<file path="src/rtl/reduce_tree_pipe_if.sv">
// Handshake bundle for reduce_tree_pipe: input vector/operator channel and 1-bit result channel.
// REDUCE_TREE_PIPE_COUNT_EN adds the out_count result-handshake counter to the bundle.
interface reduce_tree_pipe_if #(
  parameter int WIDTH = 16
) ();
  localparam int LEVELS = $clog2(WIDTH);

  logic                  in_valid;
  logic                  in_ready;
  logic [WIDTH-1:0]      in_data;
  logic [2*LEVELS-1:0]   in_op;
  logic                  out_valid;
  logic                  out_ready;
  logic                  out_b;
`ifdef REDUCE_TREE_PIPE_COUNT_EN
  logic [31:0]           out_count;

  modport master (
    output in_valid, in_data, in_op, out_ready,
    input  in_ready, out_valid, out_b, out_count
  );

  modport slave (
    input  in_valid, in_data, in_op, out_ready,
    output in_ready, out_valid, out_b, out_count
  );
`else
  modport master (
    output in_valid, in_data, in_op, out_ready,
    input  in_ready, out_valid, out_b
  );

  modport slave (
    input  in_valid, in_data, in_op, out_ready,
    output in_ready, out_valid, out_b
  );
`endif
endinterface

</file>
<file path="src/rtl/reduce_tree_pipe.sv">
// Pipelined binary reduction tree: WIDTH bits -> 1 bit, per-level AND/OR/XOR/XNOR, one stage per level.
// Optional REDUCE_TREE_PIPE_COUNT_EN: adds a wrapping 32-bit count of accepted results.
module reduce_tree_pipe #(
  parameter int WIDTH = 16
) (
  input  logic              clk,
  input  logic              rst,
  reduce_tree_pipe_if.slave bus
);
  localparam int LEVELS = $clog2(WIDTH);
  localparam int HALF   = WIDTH / 2;
  localparam int OPW    = 2 * LEVELS;

  // Upper half OP lower half of a w-bit vector; bits above w/2 are forced to zero.
  function automatic logic [HALF-1:0] f_level(input logic [WIDTH-1:0] v, input int w,
                                              input logic [1:0] op);
    logic [HALF-1:0] lo;
    logic [HALF-1:0] hi;
    logic [HALF-1:0] mask;
    logic [HALF-1:0] res;
    lo   = v[HALF-1:0];
    hi   = HALF'(v >> (w / 2));
    mask = {HALF{1'b1}} >> (HALF - (w / 2));
    case (op)
      2'b00:   res = hi & lo;
      2'b01:   res = hi | lo;
      2'b10:   res = hi ^ lo;
      2'b11:   res = ~(hi ^ lo);
      default: res = {HALF{1'b0}};
    endcase
    return res & mask;
  endfunction

  logic [LEVELS:1]  r_vld;
  logic [HALF-1:0]  r_data [1:LEVELS];
  logic [OPW-1:0]   r_op   [1:LEVELS];

  logic [LEVELS:1]  w_en;
  logic [LEVELS:1]  w_up_vld;
  logic [WIDTH-1:0] w_src    [1:LEVELS];
  logic [OPW-1:0]   w_src_op [1:LEVELS];
  logic [HALF-1:0]  w_res    [1:LEVELS];
  logic             w_any_empty;
  logic             w_unused_op;

  // Upstream view of each stage: stage 1 sees the input port, stage k sees stage k-1.
  always_comb begin
    w_up_vld[1] = bus.in_valid;
    w_src[1]    = bus.in_data;
    w_src_op[1] = bus.in_op;
    for (int k = 2; k <= LEVELS; k++) begin
      w_up_vld[k] = r_vld[k-1];
      w_src[k]    = WIDTH'(r_data[k-1]);
      w_src_op[k] = r_op[k-1];
    end
  end

  // Level k consumes the low operator field; the rest shifts down as the data advances.
  always_comb begin
    for (int k = 1; k <= LEVELS; k++) begin
      w_res[k] = f_level(w_src[k], WIDTH >> (k - 1), w_src_op[k][1:0]);
    end
  end

  // A stage may load when it or any stage after it is empty, or the consumer is ready.
  always_comb begin
    w_any_empty = 1'b0;
    for (int k = 1; k <= LEVELS; k++) begin
      w_any_empty = 1'b0;
      for (int j = k; j <= LEVELS; j++) begin
        w_any_empty = w_any_empty | ~r_vld[j];
      end
      w_en[k] = bus.out_ready | w_any_empty;
    end
  end

  // Stage registers; a disabled stage holds, an enabled one takes its level result.
  always_ff @(posedge clk or posedge rst) begin
    if (rst) begin
      r_vld <= '0;
      for (int k = 1; k <= LEVELS; k++) begin
        r_data[k] <= '0;
        r_op[k]   <= '0;
      end
    end else begin
      for (int k = 1; k <= LEVELS; k++) begin
        if (w_en[k]) begin
          r_vld[k]  <= w_up_vld[k];
          r_data[k] <= w_res[k];
          r_op[k]   <= w_src_op[k] >> 2;
        end
      end
    end
  end

  assign w_unused_op   = ^r_op[LEVELS];
  assign bus.in_ready  = w_en[1];
  assign bus.out_valid = r_vld[LEVELS];
  // Only bit 0 of the last stage can be set, so the OR is exactly that bit.
  assign bus.out_b     = |r_data[LEVELS];

`ifdef REDUCE_TREE_PIPE_COUNT_EN
  logic [31:0] r_count;

  // Counts completed result handshakes, wrapping naturally at 32 bits.
  always_ff @(posedge clk or posedge rst) begin
    if (rst) begin
      r_count <= 32'd0;
    end else if (r_vld[LEVELS] && bus.out_ready) begin
      r_count <= r_count + 32'd1;
    end
  end

  assign bus.out_count = r_count;
`endif
endmodule

</file>
<file path="src/flat_wrapper.sv">
// flat-port wrapper written by rule: the top's interface ports become plain ports
module reduce_tree_pipe_flat 
#(
  parameter int WIDTH = 16
)
  (clk, rst, bus_in_valid, bus_in_data, bus_in_op, bus_out_ready, bus_in_ready, bus_out_valid, bus_out_b);
  reduce_tree_pipe_if #(.WIDTH(WIDTH)) bus_i ();
  input  logic clk;
  input  logic rst;
  input wire logic [$bits(bus_i.in_valid)-1:0] bus_in_valid;
  input wire logic [$bits(bus_i.in_data)-1:0] bus_in_data;
  input wire logic [$bits(bus_i.in_op)-1:0] bus_in_op;
  input wire logic [$bits(bus_i.out_ready)-1:0] bus_out_ready;
  output wire logic [$bits(bus_i.in_ready)-1:0] bus_in_ready;
  output wire logic [$bits(bus_i.out_valid)-1:0] bus_out_valid;
  output wire logic [$bits(bus_i.out_b)-1:0] bus_out_b;
  assign bus_i.in_valid = bus_in_valid;
  assign bus_i.in_data = bus_in_data;
  assign bus_i.in_op = bus_in_op;
  assign bus_i.out_ready = bus_out_ready;
  assign bus_in_ready = bus_i.in_ready;
  assign bus_out_valid = bus_i.out_valid;
  assign bus_out_b = bus_i.out_b;
  reduce_tree_pipe #(.WIDTH(WIDTH)) u_core (.clk(clk), .rst(rst), .bus(bus_i));
endmodule
</file>
<file path="config.mk">
export PLATFORM = sky130hd
export DESIGN_NAME = reduce_tree_pipe_flat
export DESIGN_NICKNAME = d
export VERILOG_FILES = /design/src/rtl/reduce_tree_pipe_if.sv /design/src/rtl/reduce_tree_pipe.sv /design/src/flat_wrapper.sv
export SDC_FILE = /design/constraint.sdc
export NUM_CORES = 1
export LEC_CHECK = 0
export ABC_AREA = 0
export ABC_CLOCK_PERIOD_IN_PS = 2000
export CORE_MARGIN = 2
export CORE_UTILIZATION = 55
export DETAILED_ROUTE_END_ITERATION = 16
export PLACE_DENSITY = 0.8
export SETUP_SLACK_MARGIN = 0.02
export SYNTH_ARGS = -nofsm -noshare
export SYNTH_HDL_FRONTEND = slang
export SYNTH_SLANG_ARGS = --single-unit
</file>
<file path="constraint.sdc">
create_clock -name clk -period 2 [get_ports clk]
set_input_delay 0.2 -clock clk [delete_from_list [all_inputs] [get_ports clk]]
set_output_delay 0.2 -clock clk [all_outputs]
set_load 0.01 [all_outputs]
</file>
==> summary.txt <==
Status of the implementation.

- The category of the most critical setup path is reg2out, for reference.
- The portion of the clock cycle consumed by the worst path in the final layout is 78.7%, for reference.
- The number of distinct library cell variants in the gate-level netlist after synthesis is 24, for reference.
- Per the layout area report, the combinational gate area comes to 1270 um^2.
- The origin of the worst setup path is u_core.r_vld[4], for reference.
- The leakage dissipation is 1.25 nW, for reference.
- The net switching power in the latest report is 0.630 mW.
- The number of cells produced by synthesis is 230, for reference.
- Setup violations remaining at the end of the flow were counted as 0.
- The length of routed met3 wiring is 127 um, for reference.
- The clock distribution area overhead in the final layout is 3.08%, for reference.
- The cell total after placement is 302, for reference.
- The main logic family after synthesis is simple AND/OR/NAND/NOR gates, for reference.
- The number of routed nets with antenna violations is 0, for reference.
- In the final routed layout, each cell accounts on average for 11.3 um.
- The top contributor to total power is registers, for reference.
- After detailed routing, the number of vias per cell comes to 4.91.
- The non-clock buffer share of cell area is 12.3%, for reference.
- The buffer count excluding the clock tree in the final layout is 33, for reference.
- The number of sinks driven by the clock tree is 31, for reference.
- Per the detail_route log, met2 wirelength is 1930 um.
- The post-route DRC violation count is 0, for reference.
- The design internal power is 1.41 mW, for reference.
- The H-tree depth reported by CTS is 2, for reference.
- The placement stage leaves a total instance area of 2550 um^2.
- In this run the cell area of the synthesized design comes to 2240 um^2.
- For this design, the slowest cell found on the critical path is dfrtp_1.
- The total of flip-flops plus latches after synthesis is 31, for reference.
- The slack of the worst reg-to-reg path is 600 ps, for reference.
- The path class of the lowest-slack min-delay path is in2async, for reference.
- The well tap count is 50, for reference.
- Ranking logic cells in the layout by count gives the top entries 31 x inv_1, 31 x dfrtp_1, 30 x nor2b_1, 30 x ha_1, 29 x clkdlybuf4s50_1.
- Setup repair after global routing left no endpoint under its margin.
- The count of max-cap constraint violations is 0, for reference.
- On met1, the global router reports a usage of 17.1%.
- The start of the worst register-to-register path is u_core.r_vld[4], for reference.
- Yosys reports a chip area of 2240 um^2.
- Total power normalized to cell area comes to 771 nW/um^2.
- The critical path's largest stage delay is 390 ps, for reference.
- The final hold violation count is 0, for reference.
- In this run, power in flip-flops and latches comes to 0.868 mW.
- The number of placement rows is 23, for reference.
- After detailed routing, no signal wire sits above met4.
- The CTS tree is built, for reference.
- The nature of the critical path endpoint is an output pin, for reference.
- STA classifies the critical path startpoint as a register.
- In this run the clock root is driven by a clkbuf_8.
- The maximum fanout count along the critical path is 9, for reference.
- The global-route wire length before repair is 6200 um, for reference.
- The time the final worst path needs with I/O delays and setup is 1570 ps, for reference.
- The wire length after detailed routing is 3490 um, for reference.
- The report lists the cells along the critical path as and3b_1 -> and2_4 -> inv_8 -> dlymetal6s2s_1.
- The final worst-path setup slack is 427 ps, for reference.
- Clock-pin slew was measured on the worst setup and hold paths at 60 ps.
- The transition time recorded at the tightest slew-check pin is 475 ps.
- According to the report, the first pass of detailed routing completed in 2 iterations.
- From synthesis to final layout, the design area changed by 18.0%.
- Across the whole layout, multi-input logic makes up 48.0% of the cell area.
- Per the timing report, the achievable frequency comes out to 636 MHz.
- The count of input and output buffers is 30, for reference.
- met2 is the most crowded layer.
- The non-clock inverter count in the final layout is 32, for reference.
- The Yosys warning count is 0, for reference.
- In this run the critical register-to-register path is captured at u_core.r_op[17].
- The global-route usage over all layers is 18.5%, for reference.
- Entering global routing, the biggest net connects 32 pins.
- The total CTS buffers is 5, for reference.
- The share of the Yosys chip area taken by registers is 34.7%.
- The switching power as a share of total power is 30.9%, for reference.
- The max-slew check reports its worst relative slack as 68.3%.
- The post-cts resize count is 2, for reference.
- The flow reports power dissipated in combinational cells as 0.693 mW.
- The vertical die size is 67.8 um, for reference.
- The arrival time reported for the critical path endpoint is 1370 ps, for reference.
- Per the final layout report, the fraction of cells sized above drive strength 1 comes to 10.4%.
- Summing all flip-flop and latch instances after layout gives 776 um^2.
- The worst slack after detailed placement is 87.3 ps, for reference.
- The capture point of the worst path is bus_in_ready, for reference.
- The completed layout was analyzed and its total power is 2.04 mW.
- The number of vias in the routed layout is 1523, for reference.
- The number of setup buffers added after CTS is 0, for reference.
- The total overflow reported by the global router is 0, for reference.
- The cell-mix breakdown from Yosys lists the adder-cell area share as 16.8%.
- Leaving out filler cells and counting taps, the final layout contains 310.
- Routing resource usage on met3 recorded by global route was 5.00%.
- The clock arrives with 5.46 ps of skew.
- The cell total in the yosys stat output is 230, for reference.
- In this run the standard cell core region covers 3970 um^2.
- The flip-flop and latch share of the layout cell area is 29.4%, for reference.
- The tightest hold path in the finished design has a slack of 287 ps.
- The final number of max-transition violations is 0, for reference.
- The simple-gate portion of the synthesized area is 21.9%, for reference.
- The area of all placed cells without fillers is 2640 um^2, for reference.
- The highest supply drop recorded on VDD is 0.000309 V.
- On the critical path the largest part of the delay comes from simple AND/OR/NAND/NOR gates.
- The required time of the worst setup path is 1800 ps, for reference.
- The DRC marker count from the first detailed-route iteration is 34, for reference.
- Summing all multiplexer cells gives an area fraction of 7.04%.
- The die is 67.8 um wide.
- In this run, the clock network consumes 23.3% of the power.
- Summing the areas of all compound-gate instances in the mapped netlist gives 5.03% of the synthesized area.
- The number of antenna violations at the first check in global routing is 0, for reference.
- After its last routability iteration, the placer logged a weighted congestion of 0.720.
- The number of hold-repair buffers added at the cts stage is 0, for reference.
- By area, combinational gates come first.
- For this run, global-route usage on met2 was measured as 36.9%.
- The overall die size recorded for this design is 4600 um^2.
- Counting cells, the worst reg-to-reg path comes to 2.
- The antenna diode instance count is 0, for reference.
- The via count of the first global-routing pass was 1510.
- The final core area utilization is 66.5%, for reference.
- The layout contains a multi-input combinational cell count of 156.
- Per the CTS log, the buffer count on the longest clock path is 2.
- The number of warnings reported in the stage logs is 41.
- In this run the count of I/O pins placed on the die edge is 31.
- The average instance area after synthesis is 9.73 um^2, for reference.
- The number of fill cells is 330, for reference.
- Registers are responsible for 42.7% of the overall power.
- Per the synthesis report, the XOR/XNOR share of the synthesized area is 5.87%.
- The run finished with clean final reports.
- In this run, the combinational gates consume 34.0% of the power.
- The initial utilization of the core area, before any placement, comes to 56.4%.
- In the final routing, the length of wire on met1 measures 1370 um.
- The number of buffers and inverters on the critical path is 2, for reference.
- The final setup TNS is 0 ps, for reference.
- The HPWL after detailed placement is 2800 um, for reference.
- The finished design was reported to have a net count of 317.
- The path length in cells of the critical path is 4, for reference.
- Counting every net in the synthesized netlist gives 288.
synthesized netlist by cell type:
cell      instances  share of area (%)
inv_8             1               0.50
nor2b_1          30                8.4
and3b_1           1               0.39
nand2_1           7                1.2
dfrtp_1          31                 35
nand2b_1          1               0.28
mux2_4            6                4.0
buf_12            1               0.89
nor3_1           15                3.4
buf_2             3               0.67
nand3_1           8                1.8
buf_4             2               0.67
mux2_2            6                3.0
o31ai_1          15                5.0
inv_1            31                5.2
or2_2             3               0.84
and4b_1           1               0.45
and2_4            1               0.39
and2b_1           1               0.34
clkbuf_1          4               0.67
xnor2_1          15                5.9
buf_1             1               0.17
and2_1           16                4.5
ha_1             30                 17
sequential cells by signal (all words and copies together), names as in the netlist:
name           count
u_core.r_data     15
u_core.r_op       12
u_core.r_vld       4
Sizing map:
The bar under the picture is 20 um long.
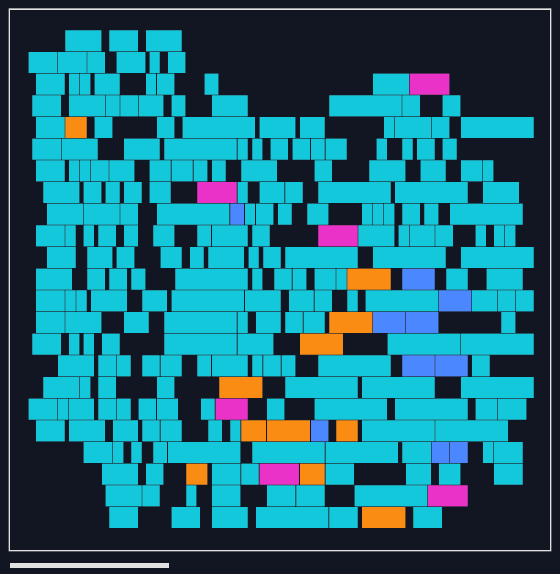
- _6 and larger: magenta (cells 6; share 2.3%)
- _2 cells: blue (cells 10; share 3.8%)
- _0 and _1 cells: cyan (cells 233; share 90%)
- _3 and _4 cells: orange (cells 11; share 4.2%)

Clock routing:
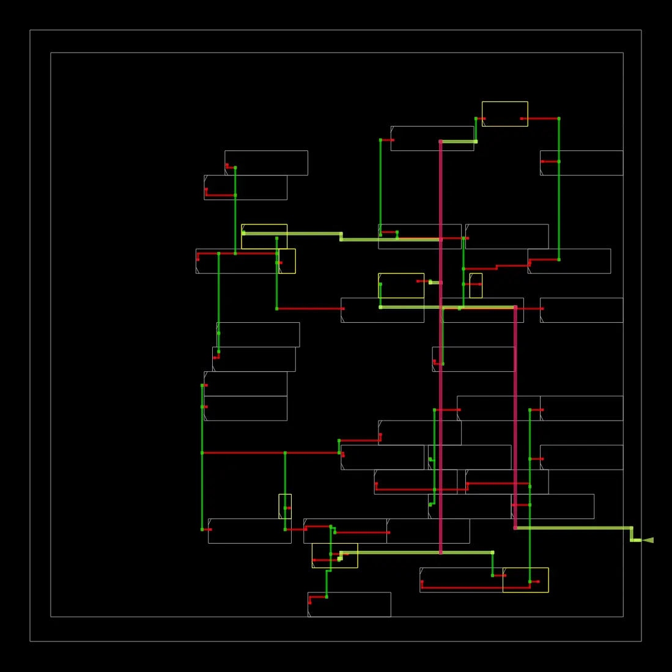
sequential cell count: 31
source-to-sink clock delay at the later pin of the worst-skew pair: 290 ps
# clk buffers: 7
Clk. pwr: 0.475 mW

Power is estimated from default activity; no workload was simulated.
